Figure 1. Where the registers sit.
The bar under the picture is 100 um long.
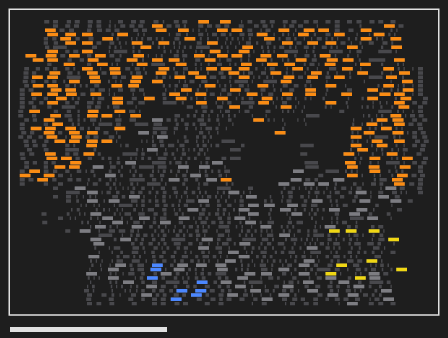
Figure 2. Gate-type map.
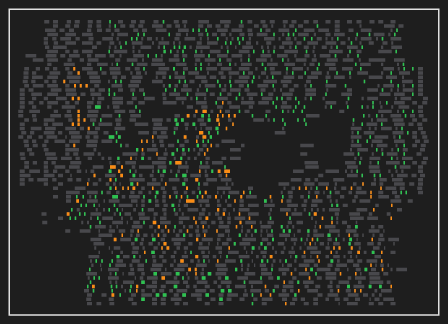
Figure 3. Routing congestion map.
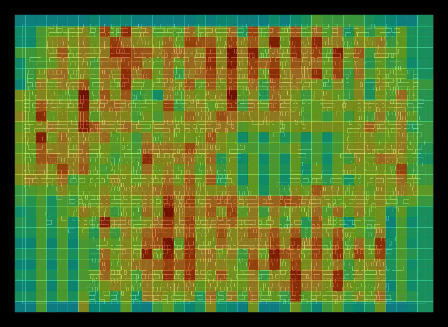
Figure 4. Wiring by layer.
The bar under the picture is 100 um long. Two of the layers only.
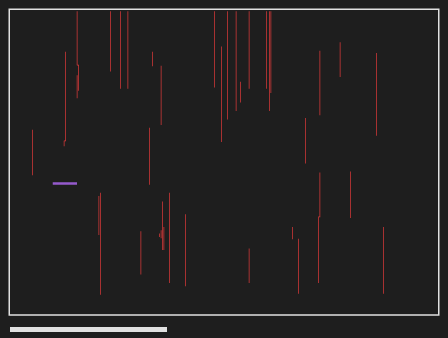
Figure 5. Placed cells, one colour a class.
The bar under the picture is 100 um long.
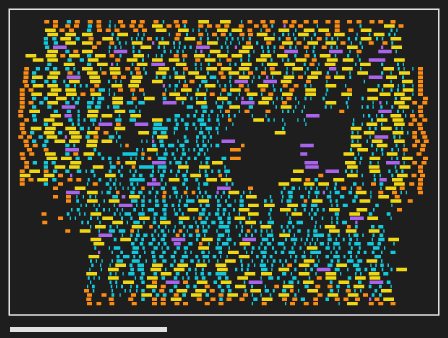
==> config.mk <==
export PLATFORM = sky130hd
export DESIGN_NAME = window_issue_sequencer
export DESIGN_NICKNAME = d
export VERILOG_FILES = /design/src/rtl/window_issue_sequencer.sv
export SDC_FILE = /design/constraint.sdc
export NUM_CORES = 1
export LEC_CHECK = 0
export CAP_MARGIN = 20
export CELL_PAD_IN_SITES_DETAIL_PLACEMENT = 2
export CELL_PAD_IN_SITES_GLOBAL_PLACEMENT = 2
export CORE_ASPECT_RATIO = 0.7
export CORE_MARGIN = 5
export CORE_UTILIZATION = 30
export DETAILED_ROUTE_END_ITERATION = 10
export PLACE_DENSITY = 0.85
export SLEW_MARGIN = 30
export SYNTH_ARGS = -nofsm -noshare
export SYNTH_HDL_FRONTEND = slang
export SYNTH_SLANG_ARGS = --single-unit
==> constraint.sdc <==
create_clock -name clk -period 5.02 [get_ports clk]
set_input_delay 1.004 -clock clk [delete_from_list [all_inputs] [get_ports clk]]
set_output_delay 1.004 -clock clk [all_outputs]
set_load 0.03 [all_outputs]
==> Slide: Implementation Results <==
Implementation Results

Run status
  – Status: finished clean

Critical path
  – Stages on worst setup path: 15
  – Type of the worst setup path: reg -> reg
  – Critical Path Max Stage Delay: 690 ps
  – Critical Path RT: 5480 ps
  – Cells along the critical path: ha_1 > inv_1 > fa_1 > nor2b_1 > o21ai_1 > nor2_1 > nand2b_1 > ha_1 > a21o_1 > a221oi_2 > o21ai_1 > or2_4 > a21oi_4 > and3_1 > a22o_1
  – Cell family with most CP delay: simple AND/OR/NAND/NOR gates
  – Reg2Reg Setup Slack: 370 ps
  – Worst reg-to-reg path cell count: 15
  – CP endpoint kind: flop
  – Crit-path max FO: 16
  – Slowest CP cell: and3_1
  – Worst EP arrival: 5120 ps
  – Buf/Inv on CP: 1
  – CP startpoint kind: flop

Pwr
  – Power per standard cell area: 312 mW/mm2
  – Net switching power: 1510 uW
  – Comb power frac: 8.2%
  – Pint: 4460 uW
  – Worst vdd ir: 0.000165 V
  – Clk pwr share: 45.1%
  – Flop pwr share: 46.7%
  – Switching share of power: 25.4%
  – Leak pwr: 0.00674 uW

Detailed routing
  – DRC: 0
  – 1st-pass router iterations: 5
  – Vias per Instance: 5.26
  – DRT antenna net count: 0
  – 1st-iter DRT viols: 776
  – Vias after detailed routing: 13.4k

Logic synthesis
  – Flip-flops with a built-in enable: 0
  – Synth cell count leaders: dfxtp_1, nand2_1, o21ai_0
  – Mapped Nets: 1726
  – Synth Instances: 1648
  – Synth Warn #: 0
  – Synth flops: 346
  – Register area share after synthesis: 47.9%
  – Dominant cell by count in the synthesized netlist: dfxtp_1
  – Post-Syn Area: 0.0145 mm2
  – Synth area leaders: dfxtp_1, nand2_1, o21ai_0
  – Asr flop ratio synth: 0%
  – Cell type with the largest total area: dfxtp_1
  – Number of cells in Yosys stat: 1648
  – Yosys cell types: 76
  – Top_reg_cell synth: dfxtp_1
  – Area share of the largest cell type after synthesis: 47.9%
  – Mean Syn Cell Area: 8.78 um2
  – Yosys synthesis chip area: 0.0145 mm2

Final layout
  – Largest register FFs: 220
  – Nets: 1971
  – Area growth, synth to finish: 32.3%
  – Filler cells: 5167
  – Share of layout cells above drive strength 1: 6.78%

Timing
  – Slew margin rel.: 37.8%
  – Hold Vio Cnt, Final: 0
  – Final WS setup: 367 ps
  – Max Clock Freq: 215 MHz
  – Final Critical Period: 4650 ps
  – Setup TNS: 0 ps
  – Clock Skew: 14.3 ps
  – Max-slew violations: 0
  – Final period utilization: 92.7%
  – RSZ-0062 raised after global routing: no
  – Actual slew at the worst max-slew pin: 932 ps
  – Count of final setup violators: 0

Place
  – Placed cell area: 0.0180 mm2
  – HPWL after DPL: 42100 um
  – Port-buffer cells: 297
  – Post-Place Worst Slack: 497 ps
  – GP Congestion: 0.883

Global route
  – Largest net degree at the start of global routing: 133
  – Vias in the first global route: 14.6k
  – Antenna violations before repair: 2
  – Grt total ovfl: 0
  – First-pass GRT wire length: 89800 um

Clock network
  – Clock Pin Slew Worst Setup and Hold Paths: 60 ps
  – H-tree lvl count: 2
  – Clock sinks: 346
  – TritonCTS clock tree: yes
  – CTS Buffer Depth: 3
  – Hold Buf Count CTS: 0
  – Post_cts resized: 0
  – Post-CTS setup buffers: 0
  – Clock root cell: clkbuf_16
  – Insertion Delay late pin: 530 ps
  – CTS Buf Count: 38

Hold path
  – Worst min-delay path class: reg -> reg
  – Worst hold path stage count: 2

Floorplan
  – Die Y: 194 um
  – Initial Utilization: 30.3%
  – DIE WIDTH: 272 um
  – Io pins: 298
  – Die area: 0.0528 mm2

Job
  – OpenROAD warning count: 33
  – Max_cap viols: 0
Notes on Figure 1 above:
- orange: issue_sel (flops 220)
- blue: issue_x (flops 8; where south)
- yellow: r_acc_xmax (flops 9; where south-east)
- not coloured: 109
FF/Latch Area: 0.00693 mm2
flop share of the area: 36.2%
Util after Layout: 40.1%
Flop+latch power: 2790 uW

Notes on Figure 2 above:
- green: NAND gates (cells 372; where spread over the die)
- orange: NOR gates (cells 164)
Finished Layout Cells: 2540
combinational share of cell area: 35.9%
Top cell excl fill/tap: dfxtp_1

Notes on Figure 3 above:
GRT Max-Usage Layer: met2
GR Util met2: 34.8%
total global-route track usage: 21.1%
routing usage on met1: 28.6%
met3 Use GR: 4.18%

Notes on Figure 4 above:
- red: met4 (wire length 1460 um)
- purple: met5 (wire length 13.8 um)
DR WL/cell: 22.7 um
final wirelength: 57700 um

Notes on Figure 5 above:
- cyan: all other logic (cells 1183)
- orange: other buffers and delay cells (cells 324)
- purple: clock drivers and dummy loads (cells 65)
- yellow: flip-flops (cells 346)
fin area: 0.0191 mm2
row count: 67
Core ar.: 0.0478 mm2

## worst reg2reg max path, stage by stage (launching register included)
cell and delay [ps]:
dfxtp_1 420, ha_1 220, inv_1 70, fa_1 430, nor2b_1 250, o21ai_1 230, nor2_1 200, nand2b_1 130
ha_1 250, a21o_1 180, a221oi_2 250, o21ai_1 220, or2_4 390, a21oi_4 410, and3_1 690, a22o_1 250
## power groups by stage
stage	clock network [uW]	logic [uW]	registers [uW]
3_5_place_dp	0	487	2850
4_1_cts	2770	490	2790
6_report	2690	489	2790
3_3_place_gp	0	466	2850
2_1_floorplan	0	308	2850
5_1_grt	2890	533	2790
## layout by cell type, fill, tap and decap left out, drive strengths merged, types with 10 or more instances in the layout
master and instances:
dfxtp 346, clkdlybuf4s50 296, nand2 284, o21ai 190, nor2 102, a21oi 70
a22o 62, inv 56, clkbuf 54, ha 48, nor3 37, nand3 36
o31ai 32, buf 28, nand2b 26, a211oi 25, mux2i 22, xnor2 22
nand3b 17, a21o 12, a22oi 11, xor2 11, nor2b 11, nor4 10
## area by class of cell
class / count / area [um2] / share of cell area (%)
Clock inverter: 11 / 86.3 / 0.451
Timing Repair Buffer: 324 / 3200 / 16.7
Multi-Input combinational cell: 1128 / 6870 / 35.9
Antenna cell: 1 / 2.50 / 0.0131
Sequential cell: 346 / 6930 / 36.2
Inverter: 55 / 206 / 1.08
Clock buffer: 54 / 1080 / 5.65
Tap cell: 621 / 777 / 4.06
## layer usage
| layer | up-vias | routed length, um |
|---|---|---|
| li1 | 6222 | - |
| met2 | 282 | 26700 |
| met4 | 2 | 1460 |
| met5 | - | 13 |
| met1 | 6754 | 26800 |
| met3 | 90 | 2750 |
## per-stage QoR
step / utilization [%] / hold WS [ps] / instances / total power [uW]
6_report: 40.1 / 459 / 2540 / 5970
4_1_cts: 40.0 / 461 / 2539 / 6040
3_3_place_gp: 37.6 / 437 / 2474 / 3310
5_1_grt: 40.1 / 480 / 2540 / 6210
2_1_floorplan: - / 436 / 1648 / 3160
3_5_place_dp: 37.6 / 448 / 2474 / 3340
## cell families after synthesis
logic type | Yosys count | synth area share, %
mux | 23 | 1.60
simple gates | 561 | 17.6
compound gates | 459 | 21.2
fa+ha+maj | 52 | 4.70
buf+inv | 174 | 4.94
flops | 346 | 47.9
xor+xnor | 33 | 2.15
Power figures rest on the tool's default switching activity, not on a simulated workload.
